**src/rtl/pcie_msi_irq_ctrl_pkg.sv**
```systemverilog
// Shared definitions for the PCIe MSI interrupt controller: FSM states and the
// vector fold helper that maps a source index onto the allocated MSI vectors.
package pcie_msi_irq_ctrl_pkg;

  typedef enum logic [1:0] {
    StIdle = 2'd0,
    StReq  = 2'd1,
    StGap  = 2'd2
  } msi_state_e;

  localparam int unsigned MSI_MAX_VECTORS = 32;
  localparam int unsigned SRC_W           = 5;

  // MMEnable n allocates 2^n vectors; 6 and 7 are reserved and treated as one vector.
  function automatic logic [SRC_W-1:0] fold_vector(input logic [SRC_W-1:0] src,
                                                    input logic [2:0]       mmenable);
    logic [5:0] nvec;
    nvec = (mmenable <= 3'd5) ? (6'd1 << mmenable) : 6'd1;
    if ({1'b0, src} < nvec) begin
      return src;
    end
    return SRC_W'(nvec - 6'd1);
  endfunction

endpackage

```
**src/rtl/pcie_msi_irq_ctrl_rr_arb.sv**
```systemverilog
// Combinational round-robin pick: first requesting index after the last-granted
// pointer, wrapping modulo NUM_IRQ.
module pcie_msi_irq_ctrl_rr_arb
  import pcie_msi_irq_ctrl_pkg::*;
#(
  parameter int unsigned NUM_IRQ = 8
) (
  input  logic [NUM_IRQ-1:0] i_req,
  input  logic [SRC_W-1:0]   i_last,
  output logic               o_valid,
  output logic [SRC_W-1:0]   o_idx
);

  int unsigned w_best;
  int unsigned w_dist;

  // Distance of index i from the slot right after i_last; smallest distance wins.
  always_comb begin
    o_valid = 1'b0;
    o_idx   = '0;
    w_best  = NUM_IRQ;
    w_dist  = 0;
    for (int unsigned i = 0; i < NUM_IRQ; i++) begin
      if (i_req[i]) begin
        w_dist = (i + NUM_IRQ - 1 - 32'(i_last)) % NUM_IRQ;
        if (w_dist < w_best) begin
          w_best  = w_dist;
          o_idx   = SRC_W'(i);
          o_valid = 1'b1;
        end
      end
    end
  end

endmodule

```
**src/rtl/pcie_msi_irq_ctrl.sv**
```systemverilog
// Collects user interrupt lines, latches rising edges and drives the endpoint's
// MSI request/grant handshake with one outstanding request and optional holdoff.
module pcie_msi_irq_ctrl
  import pcie_msi_irq_ctrl_pkg::*;
#(
  parameter int unsigned NUM_IRQ        = 8,
  parameter int unsigned HOLDOFF_CYCLES = 0
) (
  input  logic               i_clk,
  input  logic               i_rst,
  input  logic [NUM_IRQ-1:0] i_irq_in,
  input  logic [NUM_IRQ-1:0] i_irq_mask,
  input  logic               i_msi_enable,
  input  logic [2:0]         i_msi_vector_width,
  input  logic               i_intx_msi_grant,
  output logic               o_intx_msi_request,
  output logic [4:0]         o_msi_vector_num,
  output logic [NUM_IRQ-1:0] o_irq_pending,
  output logic               o_irq_sent,
  output logic [4:0]         o_irq_sent_src
);

  localparam logic [SRC_W-1:0] RrInit   = SRC_W'(NUM_IRQ - 1);
  localparam logic [15:0]      HoldLoad = (HOLDOFF_CYCLES == 0) ? 16'd0
                                                                : 16'(HOLDOFF_CYCLES - 1);

  msi_state_e         r_state,    w_state_nxt;
  logic [NUM_IRQ-1:0] r_irq_q;
  logic [NUM_IRQ-1:0] r_pending,  w_pending_nxt;
  logic               r_request,  w_request_nxt;
  logic [SRC_W-1:0]   r_vector,   w_vector_nxt;
  logic [SRC_W-1:0]   r_src,      w_src_nxt;
  logic               r_sent,     w_sent_nxt;
  logic [SRC_W-1:0]   r_sent_src, w_sent_src_nxt;
  logic [SRC_W-1:0]   r_rr_ptr,   w_rr_ptr_nxt;
  logic [15:0]        r_cnt,      w_cnt_nxt;

  logic [NUM_IRQ-1:0] w_rise;
  logic [NUM_IRQ-1:0] w_eligible;
  logic [NUM_IRQ-1:0] w_clr;
  logic               w_arb_valid;
  logic [SRC_W-1:0]   w_arb_idx;

  assign w_rise     = i_irq_in & ~r_irq_q;
  assign w_eligible = r_pending & ~i_irq_mask;

  pcie_msi_irq_ctrl_rr_arb #(
    .NUM_IRQ (NUM_IRQ)
  ) u_rr_arb (
    .i_req   (w_eligible),
    .i_last  (r_rr_ptr),
    .o_valid (w_arb_valid),
    .o_idx   (w_arb_idx)
  );

  always_ff @(posedge i_clk or posedge i_rst) begin
    if (i_rst) begin
      r_state    <= StIdle;
      r_irq_q    <= '0;
      r_pending  <= '0;
      r_request  <= 1'b0;
      r_vector   <= '0;
      r_src      <= '0;
      r_sent     <= 1'b0;
      r_sent_src <= '0;
      r_rr_ptr   <= RrInit;
      r_cnt      <= '0;
    end else begin
      r_state    <= w_state_nxt;
      r_irq_q    <= i_irq_in;
      r_pending  <= w_pending_nxt;
      r_request  <= w_request_nxt;
      r_vector   <= w_vector_nxt;
      r_src      <= w_src_nxt;
      r_sent     <= w_sent_nxt;
      r_sent_src <= w_sent_src_nxt;
      r_rr_ptr   <= w_rr_ptr_nxt;
      r_cnt      <= w_cnt_nxt;
    end
  end

  always_comb begin
    w_state_nxt    = r_state;
    w_request_nxt  = r_request;
    w_vector_nxt   = r_vector;
    w_src_nxt      = r_src;
    w_sent_nxt     = 1'b0;
    w_sent_src_nxt = r_sent_src;
    w_rr_ptr_nxt   = r_rr_ptr;
    w_cnt_nxt      = r_cnt;
    w_clr          = '0;

    case (r_state)
      StIdle: begin
        if (i_msi_enable && w_arb_valid) begin
          w_state_nxt   = StReq;
          w_request_nxt = 1'b1;
          w_vector_nxt  = fold_vector(w_arb_idx, i_msi_vector_width);
          w_src_nxt     = w_arb_idx;
        end
      end
      // Held until granted; enable and mask changes never withdraw a request.
      StReq: begin
        if (i_intx_msi_grant) begin
          w_request_nxt  = 1'b0;
          w_sent_nxt     = 1'b1;
          w_sent_src_nxt = r_src;
          w_rr_ptr_nxt   = r_src;
          for (int unsigned i = 0; i < NUM_IRQ; i++) begin
            if (SRC_W'(i) == r_src) w_clr[i] = 1'b1;
          end
          if (HOLDOFF_CYCLES != 0) begin
            w_state_nxt = StGap;
            w_cnt_nxt   = HoldLoad;
          end else begin
            w_state_nxt = StIdle;
          end
        end
      end
      StGap: begin
        if (r_cnt == 16'd0) begin
          w_state_nxt = StIdle;
        end else begin
          w_cnt_nxt = r_cnt - 16'd1;
        end
      end
      default: w_state_nxt = StIdle;
    endcase

    // A new edge on the source being granted re-arms it.
    w_pending_nxt = (r_pending & ~w_clr) | w_rise;
  end

  assign o_intx_msi_request = r_request;
  assign o_msi_vector_num   = r_vector;
  assign o_irq_pending      = r_pending;
  assign o_irq_sent         = r_sent;
  assign o_irq_sent_src     = r_sent_src;

endmodule

```
**config.mk**
```make
export PLATFORM = sky130hd
export DESIGN_NAME = pcie_msi_irq_ctrl
export DESIGN_NICKNAME = d
export VERILOG_FILES = /design/src/rtl/pcie_msi_irq_ctrl_pkg.sv /design/src/rtl/pcie_msi_irq_ctrl_rr_arb.sv /design/src/rtl/pcie_msi_irq_ctrl.sv
export SDC_FILE = /design/constraint.sdc
export NUM_CORES = 1
export LEC_CHECK = 0
export CAP_MARGIN = 20
export CORE_MARGIN = 3
export CORE_UTILIZATION = 49
export CTS_CLUSTER_SIZE = 40
export DETAILED_ROUTE_END_ITERATION = 8
export PLACE_DENSITY = 0.79
export SYNTH_ARGS = -nofsm -noshare
export SYNTH_HDL_FRONTEND = slang
export SYNTH_HIERARCHICAL = 1
export SYNTH_SLANG_ARGS = --single-unit
```
**constraint.sdc**
```tcl
create_clock -name i_clk -period 10.25 [get_ports i_clk]
set_clock_uncertainty 0.1 [all_clocks]
set_input_delay 2.5625 -clock i_clk [delete_from_list [all_inputs] [get_ports i_clk]]
set_output_delay 2.5625 -clock i_clk [all_outputs]
set_load 0.01 [all_outputs]
```
==> run notes <==
yosys + openroad results -> area of combinational cells with multiple inputs=0.00194 sq mm, placed wire-length estimate=5570 um, top cell type by instance count after synthesis=sky130_fd_sc_hd__nand2_1, overall track demand over capacity in global routing=27.2%, unique cell type count in the Yosys netlist=59, failing checks=setup timing, register bit count reported by yosys=36, final period demand of the worst path=10800 ps, status=finished with violations, count of final setup violators=5, number of instances in the placed design=449, Final ANT Viol Nets=0, upper clock frequency limit=0.0926 GHz, diode insertion count for antenna repair=0, width of the die=79.1 um, via density per instance=5.87, maximum clock insertion buffer count=2, Late-Pin Clk Latency=290 ps, non-filler instance count after layout=483, Critical Path Slowest Stage Cell=sky130_fd_sc_hd__or4_4, deepest level of the CTS H-tree=2, portion of the post-synthesis area used by sequential elements=34.5%, top cell types by occurrence after synthesis=41 x sky130_fd_sc_hd__nand2_1, 33 x sky130_fd_sc_hd__dfrtp_1, 22 x sky130_fd_sc_hd__a21oi_1, fraction of final layout cells with drive strength greater than 1=31.3%, chip area in the Yosys report=0.00262 sq mm, Wirelength per Cell=17.9 um, PnR worst setup slack=-547 ps, setup repair after global routing missed its margin=yes, EDFF count, synth=0, slew at the pin closest to its max-slew limit=530 ps, Critical Path AT=10910 ps, MaxCap Viol Count=0, post-route DRC violation count=0, largest fanout on the critical path=5, library cell occupying the most area in the post-synthesis netlist=sky130_fd_sc_hd__dfrtp_1, final-report hold violation count=0, mean cell area of the mapped netlist=8.45 sq um, Remaining Overflow, GRT=0, total of fill cells in the finished design=298, 1st-pass router iterations=5, Die Span Y=79.1 um, largest net degree at the start of global routing=37, clock transition at the register clock pins on the worst setup and hold paths after CTS=70 ps, nets=456, die footprint=0.00626 sq mm, layout overhead on the synthesized area=53.9%, number of core rows=25, hold_ws=309 ps, cell total in the yosys stat output=310, delay contributed by the slowest stage of the critical path=560 ps, count of pins over their slew limit=0, via count of the first global-routing pass=2806
==> cell families (layout without fill, tap and decap cells) <==
group,count (synthesis),in the layout,share of synthesized area (%)
buffers and inverters,34,138,6.21
AND/OR/NAND/NOR,109,109,20.7
XOR/XNOR,5,5,1.67
other,1,2,0.143
multiplexers,9,9,3.68
AND-OR/OR-AND,97,98,24.1
flip-flops,36,36,34.5
adder cells (fa/ha/maj),19,19,8.98
==> final timing paths <==
kind	slack, ps	endpoint	from	cells past startpoint
setup / recovery	-550	o_msi_vector_num[1]$_DFFE_PP0P_	i_irq_mask[0]	50
hold / removal	310	o_irq_pending[5]$_DFF_PP0_	r_irq_q[5]$_DFF_PP0_	1
setup reg to reg	540	o_msi_vector_num[1]$_DFFE_PP0P_	r_rr_ptr[0]$_DFFE_PP1P_	48
hold reg to reg	310	o_irq_pending[5]$_DFF_PP0_	r_irq_q[5]$_DFF_PP0_	1
max in group asynchronous	7130	r_rr_ptr[1]$_DFFE_PP1P_	i_rst	3
min in group asynchronous	2580	r_src[2]$_DFFE_PP0P_	i_rst	3
==> registers in the layout (all words and copies together), names as in the netlist <==
register            flops
o_msi_vector_num        5
o_irq_pending           8
o_irq_sent              1
r_src                   5
o_irq_sent_src          5
r_irq_q                 8
o_intx_msi_request      1
r_rr_ptr                3
==> layer usage <==
metal / wire length [um] / part of all wire [%] / track usage [%] / up-vias
li1: - / - / - / 1308
met1: 3670 / 42 / 35.6 / 1371
met2: 4170 / 48 / 44.4 / 130
met3: 527 / 6.1 / 4.76 / 25
met4: 284 / 3.3 / 11.5 / 0
met5: 0 / 0 / 0 / -
==> layout make-up <==
type	count	area share [%]
multi-input combinational	242	48.0
timing repair buffer	109	23.3
inverter	21	1.95
sequential	36	22.4
tap	67	2.08
clock buffer	8	2.23
==> worst max-delay path: cells and delay by family <==
family / cells / cell delay [ps]
adder cells (fa/ha/maj): 7 / 1620
AND-OR/OR-AND: 25 / 3820
AND/OR/NAND/NOR: 12 / 1620
buffers and inverters: 3 / 380
multiplexers: 3 / 900
==> cells in the final DEF (no fill, tap or decap), drive strengths merged, types with 10 or more instances in the layout <==
cell	netlist	routed
ha	18	18
a21oi	22	22
nor2b	10	10
nor2	17	17
nand3	11	11
a21o	10	10
inv	21	21
dfrtp	33	33
buf	9	68
o21ai	34	35
nand2	41	41
clkdlybuf4s50	0	41
==> per-stage QoR <==
stage          util (%)  cell area, sq um  setup TNS, ps
6_report           81.6              4030          -2630
3_3_place_gp       72.7              3590          -4580
5_1_grt            81.6              4030          -5160
4_1_cts            80.3              3970           -736
2_1_floorplan         -              2860          -1470
3_5_place_dp       72.7              3590          -5760
==> what timing repair did <==
action | 4_1_cts | 5_1_grt
pin swaps | 33 | 8
cloned | 1 | 0
setup buffers | 21 | 6
hold endpoints to repair | 0 | 0
endpoints found under the setup margin | 6 | 8
gates resized | 22 | 8
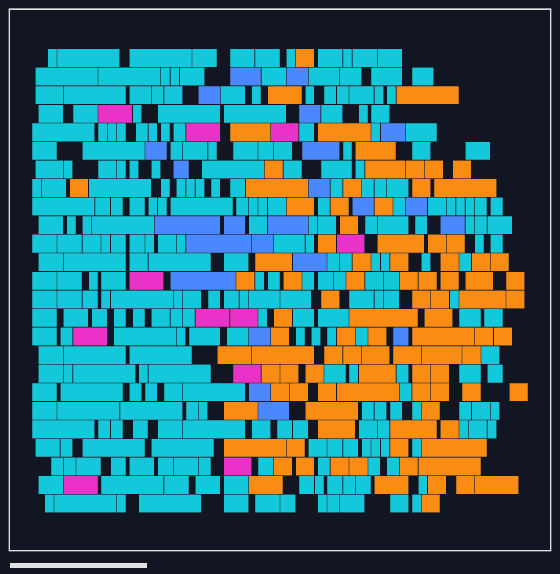
Fig. 1. Sizing map.
Scale bar: 20 um.
legend:
  drive 1 or less:
    colour: cyan
    cells: 286
  drive 6 and up:
    colour: magenta
    cells: 11
  drive 2:
    colour: blue
    cells: 23
  drive 3 to 4:
    colour: orange
    cells: 96

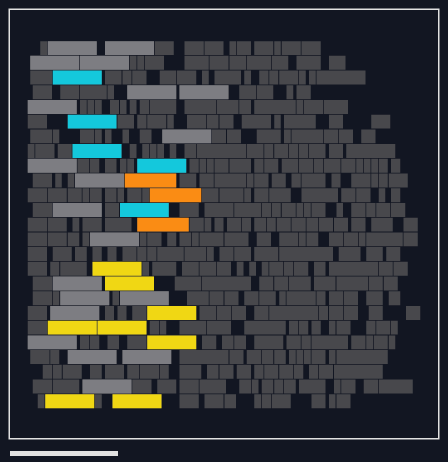
Fig. 2. Register map, names as in the netlist.
Scale bar: 20 um.
legend:
  r_src:
    colour: cyan
    sequential_cells: 5
  o_irq_pending:
    colour: yellow
    sequential_cells: 8
    where: lower left
  r_rr_ptr:
    colour: orange
    sequential_cells: 3
not coloured: 20

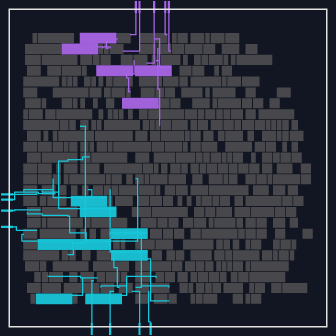
Fig. 3. Wires at chosen ports, followed through buffers.
legend:
  o_msi_vector_num:
    colour: purple
    bits: 5
    direction: output
    edge: top
    end_cells: 5
    buffers: 5
    wire: 106 um
  o_irq_pending:
    colour: cyan
    bits: 8
    direction: output
    edge: 4 bottom, 4 left
    end_cells: 8
    buffers: 8
    wire: 369 um
Port Buf Inserts: 42
number of placed I/O pins: 43

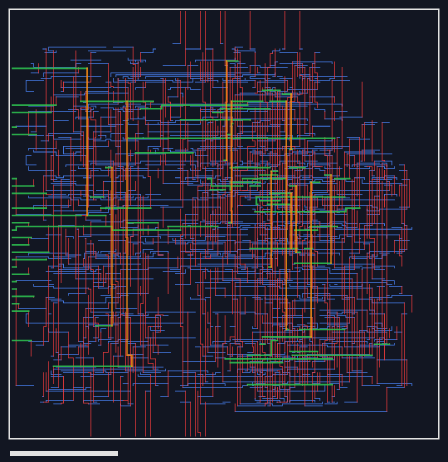
Fig. 4. Metal layers overlaid.
Scale bar: 20 um.
legend:
  met4:
    colour: orange
    wire_length: 285 um
  met1:
    colour: blue
    wire_length: 3670 um
  met2:
    colour: red
    wire_length: 4170 um
  met3:
    colour: green
    wire_length: 528 um

